$ cat config.mk
export PLATFORM = sky130hd
export DESIGN_NAME = multicycle_control_flat
export DESIGN_NICKNAME = d
export VERILOG_FILES = /design/src/rtl/multicycle_control_if.sv /design/src/rtl/multicycle_control.sv /design/src/flat_wrapper.sv
export SDC_FILE = /design/constraint.sdc
export NUM_CORES = 1
export LEC_CHECK = 0
export CORE_AREA = 2 2 60 62
export CTS_BUF_LIST = sky130_fd_sc_hd__clkbuf_2 sky130_fd_sc_hd__clkbuf_4 sky130_fd_sc_hd__clkbuf_8
export CTS_CLUSTER_DIAMETER = 60
export DETAILED_ROUTE_END_ITERATION = 12
export DIE_AREA = 0 0 62 64
export PLACE_DENSITY = 0.67
export SLEW_MARGIN = 10
export SYNTH_ARGS = -nofsm -noshare
export SYNTH_HDL_FRONTEND = slang
export SYNTH_SLANG_ARGS = --single-unit
$ cat constraint.sdc
create_clock -name clk -period 1.9 [get_ports clk]
set_input_delay 0.38 -clock clk [delete_from_list [all_inputs] [get_ports clk]]
set_output_delay 0.38 -clock clk [all_outputs]
set_load 0.005 [all_outputs]
$ cat src/rtl/multicycle_control_if.sv
// Control bus between the multi-cycle MIPS control unit and its datapath.
// The master side is the control unit: it receives the opcode and memory
// handshake and drives every datapath control line. The slave side is the
// datapath (or a testbench standing in for it).
interface multicycle_control_if;
    logic [5:0] Opcode;
    logic       MemReady;
    logic       PCWrite;
    logic       PCWriteCond;
    logic       IorD;
    logic       MemRead;
    logic       MemWrite;
    logic       IRWrite;
    logic [1:0] MemtoReg;
    logic [1:0] RegDst;
    logic       RegWrite;
    logic       ALUSrcA;
    logic [1:0] ALUSrcB;
    logic [2:0] ALUOp;
    logic [1:0] PCSource;
    logic [3:0] State;
    logic       IllegalOp;
    logic       MemTimeout;

    modport master (
        input  Opcode, MemReady,
        output PCWrite, PCWriteCond, IorD, MemRead, MemWrite, IRWrite,
               MemtoReg, RegDst, RegWrite, ALUSrcA, ALUSrcB, ALUOp,
               PCSource, State, IllegalOp, MemTimeout
    );

    modport slave (
        output Opcode, MemReady,
        input  PCWrite, PCWriteCond, IorD, MemRead, MemWrite, IRWrite,
               MemtoReg, RegDst, RegWrite, ALUSrcA, ALUSrcB, ALUOp,
               PCSource, State, IllegalOp, MemTimeout
    );
endinterface

$ cat src/rtl/multicycle_control.sv
// Moore sequencing FSM for the multi-cycle MIPS datapath, with a sticky
// watchdog that flags a memory port which never raises MemReady.
// Define MULTICYCLE_CTRL_JAL_EN to add the JAL state (opcode 000011);
// without it, jal decodes as an illegal opcode.
module multicycle_control #(
    parameter int unsigned MEM_TIMEOUT = 15
) (
    input  logic                 clk,
    input  logic                 reset,
    multicycle_control_if.master bus
);

    localparam int unsigned CNT_W =
        ($clog2(MEM_TIMEOUT + 1) < 4) ? 4 : $clog2(MEM_TIMEOUT + 1);
    localparam logic [CNT_W-1:0] CNT_LIMIT = CNT_W'(MEM_TIMEOUT);

    localparam logic [5:0] OP_RTYPE = 6'b000000;
    localparam logic [5:0] OP_LW    = 6'b100011;
    localparam logic [5:0] OP_SW    = 6'b101011;
    localparam logic [5:0] OP_BEQ   = 6'b000100;
    localparam logic [5:0] OP_J     = 6'b000010;
    localparam logic [5:0] OP_ADDI  = 6'b001000;
    localparam logic [5:0] OP_ORI   = 6'b001101;
    localparam logic [5:0] OP_LUI   = 6'b001111;
    localparam logic [5:0] OP_ANDI  = 6'b001100;
`ifdef MULTICYCLE_CTRL_JAL_EN
    localparam logic [5:0] OP_JAL   = 6'b000011;
`endif

    typedef enum logic [3:0] {
        FETCH     = 4'd0,
        DECODE    = 4'd1,
        MEM_ADDR  = 4'd2,
        MEM_READ  = 4'd3,
        MEM_WB    = 4'd4,
        MEM_WRITE = 4'd5,
        R_EXEC    = 4'd6,
        R_WB      = 4'd7,
        BRANCH    = 4'd8,
        JUMP      = 4'd9,
        I_EXEC    = 4'd10,
        I_WB      = 4'd11
`ifdef MULTICYCLE_CTRL_JAL_EN
        , JAL     = 4'd12
`endif
    } state_t;

    state_t           state_q, state_d;
    logic [CNT_W-1:0] wait_cnt_q, wait_cnt_d;
    logic             timeout_q, timeout_d;
    logic             wait_state;

    // Next-state decode; the opcode is only consulted while the IR is stable.
    always_comb begin
        state_d = state_q;
        case (state_q)
            FETCH:     if (bus.MemReady) state_d = DECODE;
            DECODE: begin
                case (bus.Opcode)
                    OP_RTYPE:                          state_d = R_EXEC;
                    OP_LW, OP_SW:                      state_d = MEM_ADDR;
                    OP_BEQ:                            state_d = BRANCH;
                    OP_J:                              state_d = JUMP;
                    OP_ADDI, OP_ORI, OP_LUI, OP_ANDI:  state_d = I_EXEC;
`ifdef MULTICYCLE_CTRL_JAL_EN
                    OP_JAL:                            state_d = JAL;
`endif
                    default:                           state_d = FETCH;
                endcase
            end
            MEM_ADDR:  state_d = (bus.Opcode == OP_LW) ? MEM_READ : MEM_WRITE;
            MEM_READ:  if (bus.MemReady) state_d = MEM_WB;
            MEM_WRITE: if (bus.MemReady) state_d = FETCH;
            R_EXEC:    state_d = R_WB;
            I_EXEC:    state_d = I_WB;
            default:   state_d = FETCH;
        endcase
    end

    // Watchdog: count stalled cycles in memory states, latch the flag at the limit.
    always_comb begin
        wait_state = (state_q == FETCH) || (state_q == MEM_READ) ||
                     (state_q == MEM_WRITE);
        wait_cnt_d = wait_cnt_q;
        timeout_d  = timeout_q;
        if (bus.MemReady || (state_d != state_q)) begin
            wait_cnt_d = '0;
        end else if (wait_state && (wait_cnt_q != CNT_LIMIT)) begin
            wait_cnt_d = wait_cnt_q + 1'b1;
        end
        if (wait_state && (wait_cnt_d == CNT_LIMIT)) begin
            timeout_d = 1'b1;
        end
    end

    // State, wait counter and sticky timeout flag.
    always_ff @(posedge clk or posedge reset) begin
        if (reset) begin
            state_q    <= FETCH;
            wait_cnt_q <= '0;
            timeout_q  <= 1'b0;
        end else begin
            state_q    <= state_d;
            wait_cnt_q <= wait_cnt_d;
            timeout_q  <= timeout_d;
        end
    end

    // Control outputs decoded from the current state; only IRWrite/PCWrite in FETCH look at MemReady.
    always_comb begin
        bus.PCWrite     = 1'b0;
        bus.PCWriteCond = 1'b0;
        bus.IorD        = 1'b0;
        bus.MemRead     = 1'b0;
        bus.MemWrite    = 1'b0;
        bus.IRWrite     = 1'b0;
        bus.MemtoReg    = 2'b00;
        bus.RegDst      = 2'b00;
        bus.RegWrite    = 1'b0;
        bus.ALUSrcA     = 1'b0;
        bus.ALUSrcB     = 2'b00;
        bus.ALUOp       = 3'b000;
        bus.PCSource    = 2'b00;
        bus.State       = state_q;
        bus.IllegalOp   = 1'b0;
        bus.MemTimeout  = timeout_q;
        case (state_q)
            FETCH: begin
                bus.MemRead = 1'b1;
                bus.ALUSrcB = 2'b01;
                bus.IRWrite = bus.MemReady;
                bus.PCWrite = bus.MemReady;
            end
            DECODE: begin
                bus.ALUSrcB   = 2'b11;
                bus.IllegalOp = (state_d == FETCH);
            end
            MEM_ADDR: begin
                bus.ALUSrcA = 1'b1;
                bus.ALUSrcB = 2'b10;
                bus.ALUOp   = (bus.Opcode == OP_LW) ? 3'b101 : 3'b110;
            end
            MEM_READ: begin
                bus.IorD    = 1'b1;
                bus.MemRead = 1'b1;
            end
            MEM_WB: begin
                bus.MemtoReg = 2'b01;
                bus.RegWrite = 1'b1;
            end
            MEM_WRITE: begin
                bus.IorD     = 1'b1;
                bus.MemWrite = 1'b1;
            end
            R_EXEC: begin
                bus.ALUSrcA = 1'b1;
                bus.ALUOp   = 3'b111;
            end
            R_WB: begin
                bus.RegDst   = 2'b01;
                bus.RegWrite = 1'b1;
            end
            I_EXEC: begin
                bus.ALUSrcA = 1'b1;
                bus.ALUSrcB = 2'b10;
                case (bus.Opcode)
                    OP_ORI:  bus.ALUOp = 3'b001;
                    OP_LUI:  bus.ALUOp = 3'b010;
                    OP_ANDI: bus.ALUOp = 3'b011;
                    default: bus.ALUOp = 3'b000;
                endcase
            end
            I_WB: begin
                bus.RegWrite = 1'b1;
            end
            BRANCH: begin
                bus.ALUSrcA     = 1'b1;
                bus.ALUOp       = 3'b100;
                bus.PCWriteCond = 1'b1;
                bus.PCSource    = 2'b01;
            end
            JUMP: begin
                bus.PCWrite  = 1'b1;
                bus.PCSource = 2'b10;
            end
`ifdef MULTICYCLE_CTRL_JAL_EN
            JAL: begin
                bus.PCWrite  = 1'b1;
                bus.PCSource = 2'b10;
                bus.RegDst   = 2'b10;
                bus.MemtoReg = 2'b10;
                bus.RegWrite = 1'b1;
            end
`endif
            default: begin
                bus.State = state_q;
            end
        endcase
    end

endmodule

$ cat src/flat_wrapper.sv
// flat-port wrapper written by rule: the top's interface ports become plain ports
module multicycle_control_flat 
#(
    parameter int unsigned MEM_TIMEOUT = 15
)
  (clk, reset, bus_Opcode, bus_MemReady, bus_PCWrite, bus_PCWriteCond, bus_IorD, bus_MemRead, bus_MemWrite, bus_IRWrite, bus_MemtoReg, bus_RegDst, bus_RegWrite, bus_ALUSrcA, bus_ALUSrcB, bus_ALUOp, bus_PCSource, bus_State, bus_IllegalOp, bus_MemTimeout);
  multicycle_control_if bus_i ();
  input  logic clk;
  input  logic reset;
  input wire logic [$bits(bus_i.Opcode)-1:0] bus_Opcode;
  input wire logic [$bits(bus_i.MemReady)-1:0] bus_MemReady;
  output wire logic [$bits(bus_i.PCWrite)-1:0] bus_PCWrite;
  output wire logic [$bits(bus_i.PCWriteCond)-1:0] bus_PCWriteCond;
  output wire logic [$bits(bus_i.IorD)-1:0] bus_IorD;
  output wire logic [$bits(bus_i.MemRead)-1:0] bus_MemRead;
  output wire logic [$bits(bus_i.MemWrite)-1:0] bus_MemWrite;
  output wire logic [$bits(bus_i.IRWrite)-1:0] bus_IRWrite;
  output wire logic [$bits(bus_i.MemtoReg)-1:0] bus_MemtoReg;
  output wire logic [$bits(bus_i.RegDst)-1:0] bus_RegDst;
  output wire logic [$bits(bus_i.RegWrite)-1:0] bus_RegWrite;
  output wire logic [$bits(bus_i.ALUSrcA)-1:0] bus_ALUSrcA;
  output wire logic [$bits(bus_i.ALUSrcB)-1:0] bus_ALUSrcB;
  output wire logic [$bits(bus_i.ALUOp)-1:0] bus_ALUOp;
  output wire logic [$bits(bus_i.PCSource)-1:0] bus_PCSource;
  output wire logic [$bits(bus_i.State)-1:0] bus_State;
  output wire logic [$bits(bus_i.IllegalOp)-1:0] bus_IllegalOp;
  output wire logic [$bits(bus_i.MemTimeout)-1:0] bus_MemTimeout;
  assign bus_i.Opcode = bus_Opcode;
  assign bus_i.MemReady = bus_MemReady;
  assign bus_PCWrite = bus_i.PCWrite;
  assign bus_PCWriteCond = bus_i.PCWriteCond;
  assign bus_IorD = bus_i.IorD;
  assign bus_MemRead = bus_i.MemRead;
  assign bus_MemWrite = bus_i.MemWrite;
  assign bus_IRWrite = bus_i.IRWrite;
  assign bus_MemtoReg = bus_i.MemtoReg;
  assign bus_RegDst = bus_i.RegDst;
  assign bus_RegWrite = bus_i.RegWrite;
  assign bus_ALUSrcA = bus_i.ALUSrcA;
  assign bus_ALUSrcB = bus_i.ALUSrcB;
  assign bus_ALUOp = bus_i.ALUOp;
  assign bus_PCSource = bus_i.PCSource;
  assign bus_State = bus_i.State;
  assign bus_IllegalOp = bus_i.IllegalOp;
  assign bus_MemTimeout = bus_i.MemTimeout;
  multicycle_control #(.MEM_TIMEOUT(MEM_TIMEOUT)) u_core (.clk(clk), .reset(reset), .bus(bus_i));
endmodule
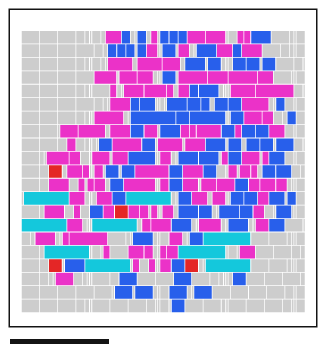
(run_1/cell_classes.png)
Bar = 20 um. Fill, decap, tap and diode cells in grey.
magenta -> all other logic  # cells 105, share of their area 48%
blue -> other buffers and delay cells  # cells 87, share of their area 39%
red -> clock drivers and dummy loads  # cells 4, share of their area 1.6%
cyan -> flops  # cells 9, share of their area 12%
final instance area: 0.00196 mm^2
flop share of the area: 11.6%

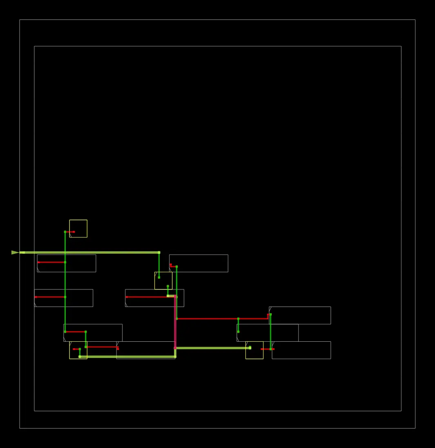
(run_1/final_clocks.png)
skew final: 0.00328 ns
clock network power consumption: 0.000165 W

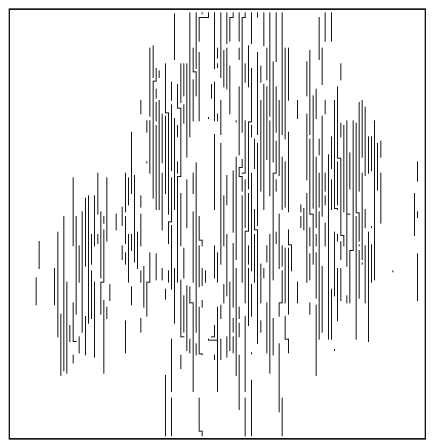
(run_1/met2.png)
share of all routed wire = 57%
nets with wire on the layer = 201
main direction = vertical
routed vias: 1278
global routing met2 resource utilization: 36.3%

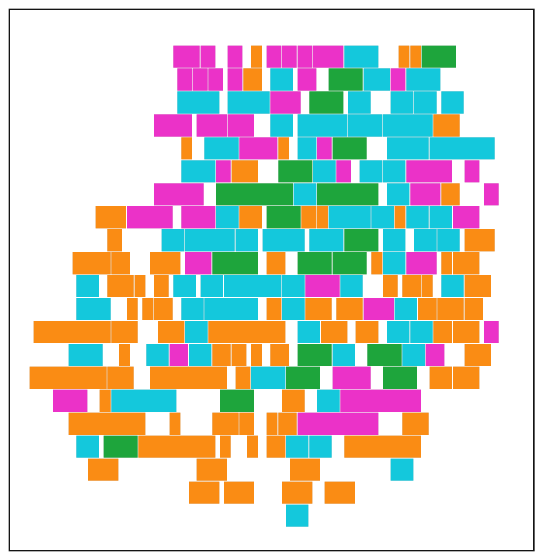
(run_1/drive_strength.png)
magenta -> drive 2  # cells 40
cyan -> drive 3 to 4  # cells 67
green -> drive 6 and up  # cells 18
orange -> drive 1 or less  # cells 80
worst setup slack after layout: -0.488 ns
area added between synthesis and finish: 103%
count of plain and timing-repair buffers: 87

-- run 1: synth_stat cells, drive strengths merged, types with 3 or more instances --
library cell  count  area [um^2]
nor2             13         48.8
nand2            11         41.3
dfrtp             9          225
nor3              8         51.3
buf               7         47.5
inv               5         18.8
nand2b            5         31.3
o21ai             5         25.0
a21oi             4         20.0
clkbuf            3         11.3
nand3             3         15.0
nor2b             3         18.8
nor4              3         18.8
xnor2             3         26.3
-- run 1: routing by layer --
| layer | up-vias | track usage [%] | wire [um] |
|---|---|---|---|
| met5 | - | 0 | 0 |
| met4 | 0 | 4.26 | 76 |
| met3 | 10 | 5.47 | 127 |
| met2 | 31 | 36.3 | 2200 |
| met1 | 635 | 19.0 | 1470 |
| li1 | 602 | - | - |
-- run 1: final timing paths --
check                      cells after the start                              start                                end
hold / removal                                 2                              reset      u_core.bus.State[0]$_DFF_PP0_
hold reg to reg                                2  u_core.bus.MemTimeout$_DFFE_PP0P_  u_core.bus.MemTimeout$_DFFE_PP0P_
max in group asynchronous                      2                              reset      u_core.bus.State[2]$_DFF_PP0_
min in group clk                               2  u_core.bus.MemTimeout$_DFFE_PP0P_  u_core.bus.MemTimeout$_DFFE_PP0P_
setup reg to reg                               8      u_core.bus.State[1]$_DFF_PP0_     u_core.wait_cnt_q[3]$_DFF_PP0_
setup / recovery                               7      u_core.bus.State[1]$_DFF_PP0_                      bus_IllegalOp
-- run 1: timing repair --
action / in CTS / in global routing
pin swaps: 20 / 13
resized: 103 / 47
buffers inserted: 17 / 10
setup endpoints to repair: 23 / 23
gates cloned: 0 / 1
-- run 1: flip-flops by register name, summed over array words and instances (netlist names) --
| signal | count |
|---|---|
| u_core.bus.MemTimeout | 1 |
| u_core.wait_cnt_q | 4 |
| u_core.bus.State | 4 |
==> results_tabular.tex, run 1 <==
% Implementation results table
\begin{tabular}{lr}
\hline
Metric & Value \\
\hline
\multicolumn{2}{l}{\textbf{Yosys}} \\
\quad Netlist area before placement & 965 um\^{}2 \\
\quad Number of enable flip-flop cells & 0 \\
\quad Count of yosys warnings during synthesis & 0 \\
\quad Largest non-sequential cell family by area & simple AND/OR/NAND/NOR gates \\
\quad Number of storage elements in the synthesis netlist & 9 \\
\quad Async set-reset flop share out of synthesis & 100\% \\
\quad AND-OR/OR-AND Cells, Area Fraction & about 23\% \\
\quad Adder-cell share of the synthesized area & 1.30\% \\
\quad Average footprint of a synthesized cell & 7.84 um\^{}2 \\
\quad Register area share after synthesis & 23.3\% \\
\quad Count of different cell masters after synthesis & 50 \\
\quad Post-synthesis instance total & 123 \\
\quad Yosys cell count & 123 \\
\quad Post-synthesis share of cell area spent on and, or, nand and nor gates & 35.4\% \\
\quad XOR Share, Synth & 4.54\% \\
\quad Predominant post-synthesis flop cell & sky130\_fd\_sc\_hd\_\_dfrtp\_1 \\
\quad Area fraction in mux cells & about 4.4\% \\
\quad Chip area line of the yosys report & 965 um\^{}2 \\
\multicolumn{2}{l}{\textbf{Power and ir drop}} \\
\quad Total Power & 0.00209 W \\
\quad Static power due to leakage & 0.890 nW \\
\quad Power density over the cells & 1070 mW/mm\^{}2 \\
\quad Peak supply drop & 0.000624 V \\
\quad Top power consumer group & combinational cells \\
\quad Power Sequential & 0.000276 W \\
\quad Relative contribution of sequential cells to total power & 13.2\% \\
\quad Total net switching power & slightly below 0.0009 W \\
\quad Internal cell power & 0.00122 W \\
\quad Portion of total power attributed to combinational logic & 78.9\% \\
\quad Fraction of power spent switching nets & about two fifths \\
\quad Comb pwr & 0.00165 W \\
\quad Proportion of power drawn by the clock network & 7.9\% \\
\multicolumn{2}{l}{\textbf{Cells and area}} \\
\quad Fill cells & 283 \\
\quad Count of clock buffers in the final design & 4 \\
\quad Logic Gate Count & approximately 100 \\
\quad Final core utilization & 59.6\% \\
\quad Most common cell after layout, fill and taps aside & sky130\_fd\_sc\_hd\_\_buf\_4 \\
\quad ANT cells & 0 \\
\quad Non-CTS inverters & 5 \\
\quad Most instantiated logic cells after routing & 40 x sky130\_fd\_sc\_hd\_\_buf\_4, 15 x sky130\_fd\_sc\_hd\_\_buf\_6, 14 x sky130\_fd\_sc\_hd\_\_buf\_2 \\
\quad Net total in the final layout & 216 \\
\quad Layout cells sized above 1 & 61.0\% \\
\quad Tally of non-filler cells in the final layout & 251 \\
\quad Clock Network Area Fraction & 1.53\% \\
\quad Multi-input combinational cell area & 888 um\^{}2 \\
\quad Non-clock buffer contribution to total cell area & roughly 37\% \\
\quad Multi-input gate share of total cell area & 45.4\% \\
\quad Dominant kind of cell & combinational gates \\
\quad FFs \& Latches & 9 \\
\quad Register cell area after layout & 228 um\^{}2 \\
\multicolumn{2}{l}{\textbf{STA}} \\
\quad Setup tns final & -3.10 ns \\
\quad Hold violation total from the final report & 0 \\
\quad Clock period minus worst slack & between 2 and 2.5 ns \\
\quad Number of slew-limit violations in the final report & 0 \\
\quad Worst setup slack after layout & -0.488 ns \\
\quad Final setup violation count & 18 \\
\quad Worst hold slack & 0.374 ns \\
\quad Max Clock Freq & about 0.42 GHz \\
\quad Final period util & 126\% \\
\quad Unrepaired setup endpoints after global routing & true \\
\multicolumn{2}{l}{\textbf{Clock tree}} \\
\quad Clock Tree Root & sky130\_fd\_sc\_hd\_\_clkbuf\_4 \\
\quad Clock tree from TritonCTS & built \\
\quad Clock Pin Slew Worst Setup and Hold Paths & 0.06 ns \\
\quad Number of buffers added by the clock tree synthesis step & 3 \\
\quad Number of H-tree levels & 1 \\
\quad Largest buffer count on any clock path & 2 \\
\quad Insertion delay of the later-clocked pin in the worst-skew pair & 0.27 ns \\
\quad Number of sinks handled by clock tree synthesis & 9 \\
\quad Cts-stage hold buffer count & 0 \\
\multicolumn{2}{l}{\textbf{Setup path}} \\
\quad Critical path launch point type & register \\
\quad Max Fanout on Critical Path & 4 \\
\quad Kind of capture point of the worst setup path & primary output \\
\quad Worst Path Class, Setup & register to primary output \\
\quad CP max stage cell & sky130\_fd\_sc\_hd\_\_or4b\_4 \\
\quad Register-to-register setup slack & -0.30 ns \\
\quad Worst path top cell family by delay & simple AND/OR/NAND/NOR gates \\
\quad Data arrival time at the worst-slack endpoint & 2.01 ns \\
\quad Count of buffering cells on the critical path with inverters included & 2 \\
\quad Data required time at the worst endpoint & 1.52 ns \\
\quad Cells along the critical path & buf\_6 -> or4b\_4 -> nor3\_4 -> a21boi\_2 -> nand4b\_1 -> nor4\_2 -> buf\_2 \\
\quad Critical Path Max Stage Delay & between 0.5 and 0.6 ns \\
\multicolumn{2}{l}{\textbf{Route}} \\
\quad Post-detailed-route count of antenna-violating nets & 0 \\
\quad Wirelength per Cell & 15.4 um \\
\quad DRC violation count after routing & 0 \\
\quad Number of detailed-routing iterations run before antenna repair & 4 \\
\quad Drt total wl & 3880 um \\
\quad Initial drt markers & 35 \\
\quad Via count normalized by instance count & 5.09 \\
\multicolumn{2}{l}{\textbf{Min path}} \\
\quad Tightest Hold Check Type & input pin to asynchronous set/reset pin \\
\multicolumn{2}{l}{\textbf{Global route}} \\
\quad First-pass GRT wire length & 5740 um \\
\quad Maximum number of pins on one net before global-route repair & 12 \\
\quad Aggregate global routing overflow & 0 \\
\quad Overall routing resource usage & 19.0\% \\
\quad Number of antenna violations at the first check in global routing & 0 \\
\quad Via count of the first global-routing pass & 1272 \\
\multicolumn{2}{l}{\textbf{Floorplan}} \\
\quad Die extent in y & 64 um \\
\quad Die area & a little under 0.004 mm\^{}2 \\
\quad Placeable core region & 0.00328 mm\^{}2 \\
\quad Pre-placement core utilization & $\sim$29\% \\
\quad Tap Count & 46 \\
\quad Total number of placement rows & 21 \\
\quad Top Ports & 34 \\
\quad Die width & 62 um \\
\multicolumn{2}{l}{\textbf{Placement}} \\
\quad Routability congestion estimate & around 0.84 \\
\quad Placed Instance Area & 0.00155 mm\^{}2 \\
\quad Pre-CTS WS & -1.02 ns \\
\quad HPWL Detailed & 2440 um \\
\quad Number of port buffers & 31 \\
\quad Placed cell count & around 230 \\
\multicolumn{2}{l}{\textbf{Job}} \\
\quad Max Cap Viol & 0 \\
\quad Number of OpenROAD warnings & 29 \\
\multicolumn{2}{l}{\textbf{Status}} \\
\quad Failing checks & negative setup slack \\
\quad Outcome & complete, but fails checks \\
\hline
\end{tabular}
==> run 1 -> run 2 <==
HOLD_SLACK_MARGIN = 0.08   (was not set)
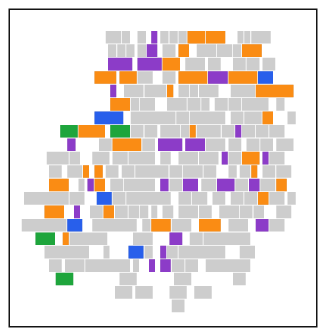
(run_2/gate_families.png)
blue -> XOR/XNOR gates  # cells 5
orange -> NOR gates  # cells 29, most used nor2_4
purple -> NAND gates  # cells 23, most used nand2_1
green -> multiplexers  # cells 4
tally of non-filler cells in the final layout: 251
most common cell after layout, fill and taps aside: sky130_fd_sc_hd__buf_4

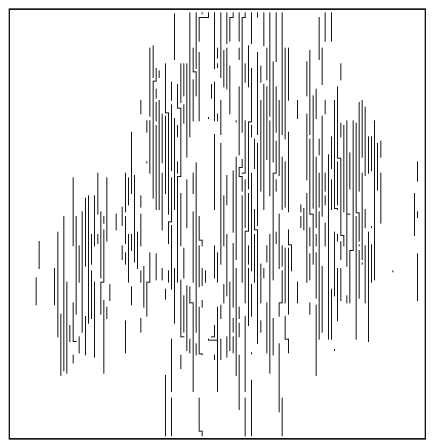
(run_2/met2.png)
longest straight run = 27.5 um
main direction = vertical
nets with wire on the layer = 201
wire length on this layer = 2200 um
share of all routed wire = 57%
drt total wl: 3880 um

==> run 2 against run 1 <==
  * The run still ends with negative setup slack left
  * Count of clock-buffer cells in the layout unchanged
  * Cell count stayed put
  * Utilization stayed put
  * Total power did not move
  * Sequential cell count is the same
  * Clock power barely moved
  * Synthesized area unchanged
  * Worst hold slack did not move
  * Non-clock buffer count is the same
  * Sequential power hardly changed
  * Sequential share of layout area stayed put
==> results_tabular.tex, run 2 <==
% Implementation results table
\begin{tabular}{lr}
\hline
Metric & Value \\
\hline
\multicolumn{2}{l}{\textbf{Yosys}} \\
\quad Largest type area fraction & 23.3\% (unchanged) \\
\quad Async set-reset flop share out of synthesis & 100\% (unchanged) \\
\quad Count of different cell masters after synthesis & 50 (unchanged) \\
\quad Post-synthesis instance total & 123 (unchanged) \\
\quad Count of yosys warnings during synthesis & 0 (unchanged) \\
\quad XOR Share, Synth & 4.54\% (unchanged) \\
\quad AND-OR/OR-AND Cells, Area Fraction & 22.6\% (unchanged) \\
\quad Cells taking the most area after synthesis & sky130\_fd\_sc\_hd\_\_dfrtp\_1 23\%, sky130\_fd\_sc\_hd\_\_nor2\_1 5.1\%, sky130\_fd\_sc\_hd\_\_nand2\_1 4.3\% (unchanged) \\
\quad Most instantiated cells after synthesis & 13 x sky130\_fd\_sc\_hd\_\_nor2\_1, 11 x sky130\_fd\_sc\_hd\_\_nand2\_1, 9 x sky130\_fd\_sc\_hd\_\_dfrtp\_1, 7 x sky130\_fd\_sc\_hd\_\_nor3\_1 (unchanged) \\
\quad Largest non-sequential cell family by area & simple AND/OR/NAND/NOR gates (unchanged) \\
\quad Area fraction in mux cells & 4.41\% (unchanged) \\
\quad Yosys cell count & 123 (unchanged) \\
\quad Post-synthesis share of cell area spent on and, or, nand and nor gates & 35.4\% (unchanged) \\
\quad Most frequently used cell type in the post-synthesis netlist & sky130\_fd\_sc\_hd\_\_nor2\_1 (unchanged) \\
\quad Number of storage elements in the synthesis netlist & 9 (unchanged) \\
\quad Predominant post-synthesis flop cell & sky130\_fd\_sc\_hd\_\_dfrtp\_1 (unchanged) \\
\quad Chip area line of the yosys report & 965 um\^{}2 (unchanged) \\
\multicolumn{2}{l}{\textbf{Cells and area}} \\
\quad Multi-input gate share of total cell area & 45.4\% (unchanged) \\
\quad Final core utilization & 59.6\% (unchanged) \\
\quad Fill cells & 283 (unchanged) \\
\quad Dominant kind of cell & combinational gates (unchanged) \\
\quad Multi-input combinational cell area & 888 um\^{}2 (unchanged) \\
\quad Net total in the final layout & 216 (unchanged) \\
\quad FFs \& Latches & 9 (unchanged) \\
\quad Logic Gate Count & 100 (unchanged) \\
\quad Clock Network Area Fraction & 1.53\% (unchanged) \\
\quad Layout cells sized above 1 & 61.0\% (unchanged) \\
\quad Area added between synthesis and finish & 103\% (unchanged) \\
\quad Flop share of the area & 11.6\% (unchanged) \\
\quad Non-clock buffer contribution to total cell area & 37.4\% (unchanged) \\
\quad Count of plain and timing-repair buffers & 87 (unchanged) \\
\quad Register cell area after layout & 228 um\^{}2 (unchanged) \\
\multicolumn{2}{l}{\textbf{Power and ir drop}} \\
\quad Static power due to leakage & 0.890 nW (unchanged) \\
\quad Peak supply drop & 0.000624 V (unchanged) \\
\quad Power density over the cells & 1070 mW/mm\^{}2 (unchanged) \\
\multicolumn{2}{l}{\textbf{Status}} \\
\quad Failing checks & negative setup slack (unchanged) \\
\quad Outcome & complete, but fails checks (unchanged) \\
\multicolumn{2}{l}{\textbf{Setup path}} \\
\quad Worst Path Class, Setup & register to primary output (unchanged) \\
\quad Max Fanout on Critical Path & 4 (unchanged) \\
\quad Critical path launch point type & register (unchanged) \\
\quad CP max stage cell & sky130\_fd\_sc\_hd\_\_or4b\_4 (unchanged) \\
\quad Cells along the critical path & buf\_6 -> or4b\_4 -> nor3\_4 -> a21boi\_2 -> nand4b\_1 -> nor4\_2 -> buf\_2 (unchanged) \\
\quad Kind of capture point of the worst setup path & primary output (unchanged) \\
\quad Critical Path Max Stage Delay & 0.54 ns (about the same) \\
\multicolumn{2}{l}{\textbf{Floorplan}} \\
\quad Total number of placement rows & 21 (unchanged) \\
\quad Placeable core region & 0.00328 mm\^{}2 (unchanged) \\
\quad Die width & 62 um (unchanged) \\
\quad Tap Count & 46 (unchanged) \\
\quad Pre-placement core utilization & 29.4\% (unchanged) \\
\quad Die area & 0.00397 mm\^{}2 (unchanged) \\
\multicolumn{2}{l}{\textbf{Route}} \\
\quad DRC violation count after routing & 0 (unchanged) \\
\quad Initial drt markers & 35 (unchanged) \\
\quad Via count normalized by instance count & 5.09 (unchanged) \\
\quad Wirelength per Cell & 15.4 um (unchanged) \\
\quad Routed vias & 1278 (unchanged) \\
\quad Number of detailed-routing iterations run before antenna repair & 4 (unchanged) \\
\quad Post-detailed-route count of antenna-violating nets & 0 (unchanged) \\
\multicolumn{2}{l}{\textbf{Clock tree}} \\
\quad Post-CTS Resized & 103 (unchanged) \\
\quad Clock tree from TritonCTS & built (unchanged) \\
\quad Cts-stage hold buffer count & 0 (unchanged) \\
\quad Number of buffers added by the clock tree synthesis step & 3 (unchanged) \\
\quad Clock Pin Slew Worst Setup and Hold Paths & 0.06 ns (about the same) \\
\quad Number of sinks handled by clock tree synthesis & 9 (unchanged) \\
\quad Insertion delay of the later-clocked pin in the worst-skew pair & 0.27 ns (about the same) \\
\quad Post-CTS Setup Bufs & 17 (unchanged) \\
\quad Number of H-tree levels & 1 (unchanged) \\
\quad Clock Tree Root & sky130\_fd\_sc\_hd\_\_clkbuf\_4 (unchanged) \\
\multicolumn{2}{l}{\textbf{STA}} \\
\quad Worst setup slack after layout & -0.488 ns (unchanged) \\
\quad Max Clock Freq & 0.419 GHz (unchanged) \\
\quad Clock period minus worst slack & 2.39 ns (unchanged) \\
\quad Number of slew-limit violations in the final report & 0 (unchanged) \\
\quad Setup tns final & -3.10 ns (unchanged) \\
\quad Hold violation total from the final report & 0 (unchanged) \\
\quad Final setup violation count & 18 (unchanged) \\
\quad Final period util & 126\% (unchanged) \\
\multicolumn{2}{l}{\textbf{Placement}} \\
\quad Number of port buffers & 31 (unchanged) \\
\quad Pre-CTS WS & -1.02 ns (unchanged) \\
\quad HPWL Detailed & 2440 um (unchanged) \\
\quad Routability congestion estimate & 0.839 (unchanged) \\
\multicolumn{2}{l}{\textbf{Global route}} \\
\quad First-pass GRT wire length & 5740 um (unchanged) \\
\quad Overall routing resource usage & 19.0\% (unchanged) \\
\quad Aggregate global routing overflow & 0 (unchanged) \\
\quad Maximum number of pins on one net before global-route repair & 12 (unchanged) \\
\quad Via count of the first global-routing pass & 1272 (unchanged) \\
\multicolumn{2}{l}{\textbf{Job}} \\
\quad Number of OpenROAD warnings & 29 (unchanged) \\
\quad Max Cap Viol & 0 (unchanged) \\
\multicolumn{2}{l}{\textbf{Min path}} \\
\quad Tightest Hold Check Type & input pin to asynchronous set/reset pin (unchanged) \\
\hline
\end{tabular}
==> run 2: cell counts after synthesis <==
Identical to the previous run, type by type.
==> run 2: critical path: cells and delay by family (launching register included) <==
kind | cells | cell delay [ns]
simple gates | 4 | 0.94
compound gates | 1 | 0.10
flops | 1 | 0.44
buf+inv | 2 | 0.25
==> run 2: through the flow <==
step | std cells | area, um^2
floorplan | 124 | 988
global placement | 225 | 1550
detailed placement | 225 | 1550
CTS | 244 | 1780
global route | 251 | 1960
finish | 251 | 1960
==> run 2: worst paths after layout <==
path	start	to	slack, ns	depth (start not counted)
max	u_core.bus.State[1]$_DFF_PP0_	bus_IllegalOp	-0.49	7
min	reset	u_core.bus.State[0]$_DFF_PP0_	0.37	2
max reg2reg	u_core.bus.State[1]$_DFF_PP0_	u_core.wait_cnt_q[3]$_DFF_PP0_	-0.30	8
min reg2reg	u_core.bus.MemTimeout$_DFFE_PP0P_	u_core.bus.MemTimeout$_DFFE_PP0P_	0.49	2
max in group asynchronous	reset	u_core.bus.State[2]$_DFF_PP0_	1.25	2
min in group clk	u_core.bus.MemTimeout$_DFFE_PP0P_	u_core.bus.MemTimeout$_DFFE_PP0P_	0.49	2
==> run 2: report_power, final <==
group	switching, W	internal (W)
registers	0.0000474	0.000229
logic	0.000760	0.000893
clock network	0.0000696	0.0000954
total	0.000877	0.00122
==> run 2: metal layers <==
metal / routed length, um / GRT usage (%) / part of all wire (%) / vias to the layer above
met3: 127 / 5.47 / 3.3 / 10
li1: - / - / - / 602
met4: 76 / 4.26 / 2.0 / 0
met2: 2200 / 36.3 / 57 / 31
met1: 1470 / 19.0 / 38 / 635
met5: 0 / 0 / 0 / -
Power and IR drop assume default switching activity.
